Run 1, register map, names as in the netlist:
The bar under the picture is 10 um long. Other sequential cells in the stronger gray, the rest of the logic in the fainter gray.
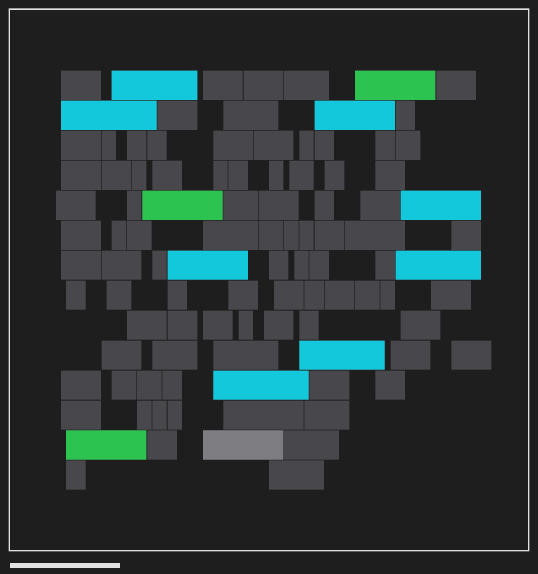
Run 1, wire density map:
The die is cut into 9 by 10 equal tiles; dark blue is low, red is high, scaled to the fullest tile. Values are wire area over tile area, all layers added.
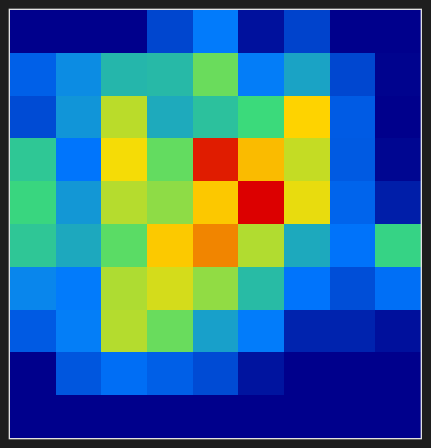
Run 1, clock distribution:
The bar under the picture is 10 um long.
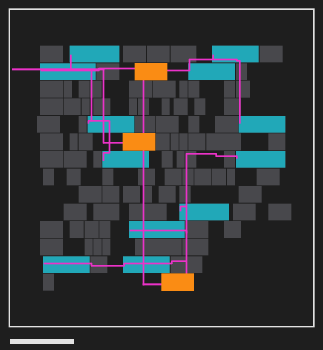
Run 1, cells by drive strength:
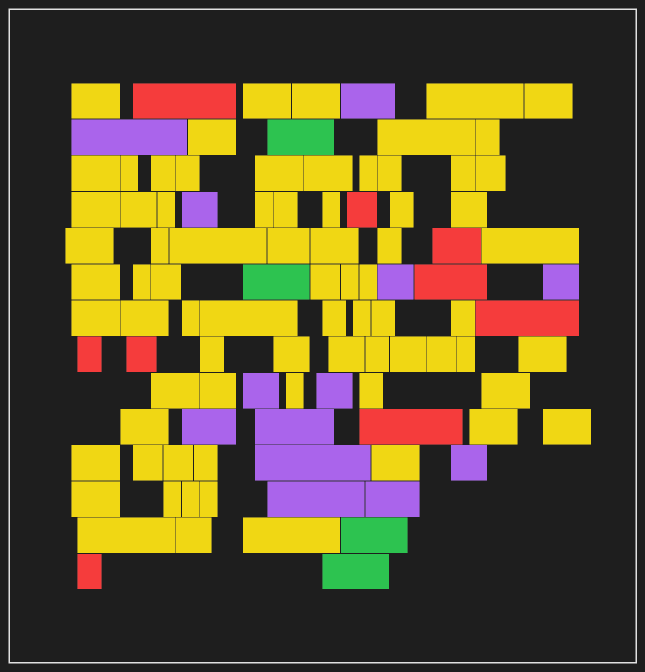
==> config.mk <==
export PLATFORM = sky130hd
export DESIGN_NAME = dvsd_pe_seq
export DESIGN_NICKNAME = d
export VERILOG_FILES = /design/src/rtl/dvsd_pe_seq.sv
export SDC_FILE = /design/constraint.sdc
export NUM_CORES = 1
export LEC_CHECK = 0
export CORE_AREA = 3 3 44 46
export CTS_BUF_LIST = sky130_fd_sc_hd__clkbuf_8
export DETAILED_ROUTE_END_ITERATION = 8
export DIE_AREA = 0 0 47 49
export GPL_TIMING_DRIVEN = 0
export PLACE_DENSITY = 0.74
export REMOVE_ABC_BUFFERS = 1
export SLEW_MARGIN = 20
export SYNTH_ARGS = -nofsm -noshare
export SYNTH_HDL_FRONTEND = slang
export SYNTH_SLANG_ARGS = --single-unit
==> constraint.sdc <==
create_clock -name clk -period 1.85 [get_ports clk]
set_input_delay 0.37 -clock clk [delete_from_list [all_inputs] [get_ports clk]]
set_output_delay 0.37 -clock clk [all_outputs]
set_load 0.005 [all_outputs]
==> impl_summary.log, run 1 <==
[report] implementation figures
[metrics] run status: finished, violations left
[metrics] failing checks: negative setup slack
[metrics] cell with the most instances after synthesis: dfxtp_1
[metrics] fp util: 38.7%
[metrics] crit path DAT: 1.67 ns
[metrics] placeable core region: 0.00154 mm^2
[metrics] fraction of layout instances using a drive strength above 1: 25.7%
[metrics] Die Wd: 47 um
[metrics] fraction of standard cell area in multi-input logic: 35.0%
[metrics] list of most frequent post-synthesis cells: dfxtp_1 (12), a21oi_1 (9), nor2_1 (8)
[metrics] number of ports placed on the die boundary: 26
[metrics] number of buffers inserted during clock tree synthesis: 3
[metrics] dominant logic cell types in the final layout: clkdlybuf4s50_1 (23), a21oi_1 (9), nor2_1 (8)
[metrics] routed length on met3: 117 um
[metrics] biggest cell category by area in the final layout: logic gates
[metrics] max FFs per register: 8
[metrics] count of clock buffers in the final design: 4
[metrics] multi-input combinational cell area: 334 um^2
[metrics] cell at the root of the clock tree: clkbuf_8
[metrics] dominant power group: sequential cells
[metrics] count of hold-fix buffers inserted at cts: 0
[metrics] static leakage power: 0.375 nW
[metrics] Critical Setup Path Class: flip-flop to output pin
[metrics] most frequent logic cell in the layout: clkdlybuf4s50_1
[metrics] Port-buffer cells: 25
[metrics] r2r worst-path depth: 5
[metrics] total DRC errors in the routed layout: 0
[metrics] tightest slew margin relative to the limit: 70.5%
[metrics] routed wl met2: 794 um
[metrics] kind of start point of the critical path: flip-flop
[metrics] fraction of cell area in non-clock buffers: 29.9%
[metrics] Final Hold Vio Count: 0
[metrics] post-synthesis instance area: 597 um^2
[metrics] number of antenna violations at the first check in global routing: 0
[metrics] dominant cells by area after synthesis: dfxtp_1 (40%), a21oi_1 (7.5%), nor2_1 (5.0%)
[metrics] worst vdd rail ir drop: 0.516 mV
[metrics] post-layout worst setup margin: -0.194 ns
[metrics] maximum frequency from static timing analysis: 489 MHz
[metrics] setup violation total in the final timing report: 2
[metrics] Placed Area: 848 um^2
[metrics] count of warning messages emitted by the tools: 27
[metrics] maximum fanout encountered on the critical timing path: 2
[metrics] Chip Footprint: 0.00230 mm^2
[metrics] buffers outside the clock class: 31
[metrics] non-filler instance count after layout: 117
[metrics] number of global-route vias before repair: 632
About 'register map, names as in the netlist':
- green: `out` (placed flops 3)
- cyan: `pend` (placed flops 8)
sequential cell area in the final layout: 251 um^2
register share of the cell area: 26.4%
final core utilization: 61.9%
Seq group: 303 uW

About 'wire density map':
- emptiest ninth of the die: bottom right
- fullest tile: 0.39
- mean over tiles: 0.12
- tiles over half the peak: 24%
- densest ninth of the die: middle
Routed WL: 1690 um
total via count after detailed routing: 644
routed wirelength normalized by instance count: 14.4 um
Overall Global Routing Usage: 17.1%

About 'clock distribution':
- orange: clock drivers (count 3)
- cyan: flip-flops (count 12)
- magenta: clock wires (length 194 um)
- routed clock nets: 4
- flops lie: widely spread
largest clock skew in the final design: 0.00160 ns
clk ins delay skew pair: 0.24 ns
share of power burned in the clock network: 35.5%
clock network power: 292 uW

About 'cells by drive strength':
- green: _6 and larger (cells 4; share 4.0%; most used clkbuf_8)
- red: _2 cells (cells 9; share 8.9%; most used dfxtp_2)
- yellow: _0 and _1 cells (cells 75; share 74%; most used clkdlybuf4s50_1)
- purple: _3 and _4 cells (cells 13; share 13%; most used buf_4)
area growth from synthesis to layout: 59.7%
Non-Filler Cell Area, Final: 953 um^2
post-layout worst setup margin: -0.194 ns

==> run 2, diff against run 1 <==
--- a/config.mk
+++ b/config.mk
@@ -10,6 +10,7 @@
 export DETAILED_ROUTE_END_ITERATION = 8
 export DIE_AREA = 0 0 47 49
 export GPL_TIMING_DRIVEN = 0
+export MAX_ROUTING_LAYER = met4
 export PLACE_DENSITY = 0.74
 export REMOVE_ABC_BUFFERS = 1
 export SLEW_MARGIN = 20
Run 2, clock distribution:
The bar under the picture is 10 um long.
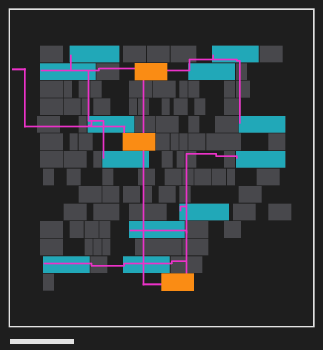
- magenta: clock wires (length 192 um)
- cyan: flip-flops (count 12)
- orange: clock drivers (count 3)
- flops lie: widely spread
largest clock skew in the final design: 0.000911 ns

==> impl_summary.log, run 2 <==
[report] implementation figures
[metrics] routed wl met2: 785 um
[metrics] multi-input combinational cell area: 334 um^2
[metrics] area growth from synthesis to layout: 59.7%
[metrics] list of most frequent post-synthesis cells: dfxtp_1 (12), a21oi_1 (9), nor2_1 (8)
[metrics] cell with the most instances after synthesis: dfxtp_1
[metrics] share of power burned in the clock network: 35.5%
[metrics] most frequent logic cell in the layout: clkdlybuf4s50_1
[metrics] Non-Filler Cell Area, Final: 953 um^2
[metrics] non-filler instance count after layout: 117
[metrics] max FFs per register: 8
[metrics] total via count after detailed routing: 643
[metrics] clock network power: 292 uW
[metrics] fraction of standard cell area in multi-input logic: 35.0%
[metrics] count of warning messages emitted by the tools: 27
[metrics] static leakage power: 0.375 nW
[metrics] Seq group: 303 uW
[metrics] number of antenna violations at the first check in global routing: 0
[metrics] post-synthesis instance area: 597 um^2
[metrics] sequential cell area in the final layout: 251 um^2
[metrics] Final Hold Vio Count: 0
[metrics] cell at the root of the clock tree: clkbuf_8
[metrics] buffers outside the clock class: 31
[metrics] run status: finished, violations left
[metrics] clk ins delay skew pair: 0.24 ns
[metrics] register share of the cell area: 26.4%
[metrics] failing checks: negative setup slack
[metrics] maximum fanout encountered on the critical timing path: 2
[metrics] post-layout worst setup margin: -0.198 ns
[metrics] Placed Area: 848 um^2
[metrics] placeable core region: 0.00154 mm^2
[metrics] count of hold-fix buffers inserted at cts: 0
[metrics] maximum frequency from static timing analysis: 488 MHz
[metrics] routed wirelength normalized by instance count: 14.4 um
[metrics] setup violation total in the final timing report: 2
[metrics] Chip Footprint: 0.00230 mm^2
[metrics] Overall Global Routing Usage: 17.6%
[metrics] routed length on met3: 100 um
[metrics] count of clock buffers in the final design: 4
[metrics] worst vdd rail ir drop: 0.514 mV
Power is estimated from default activity; no workload was simulated.
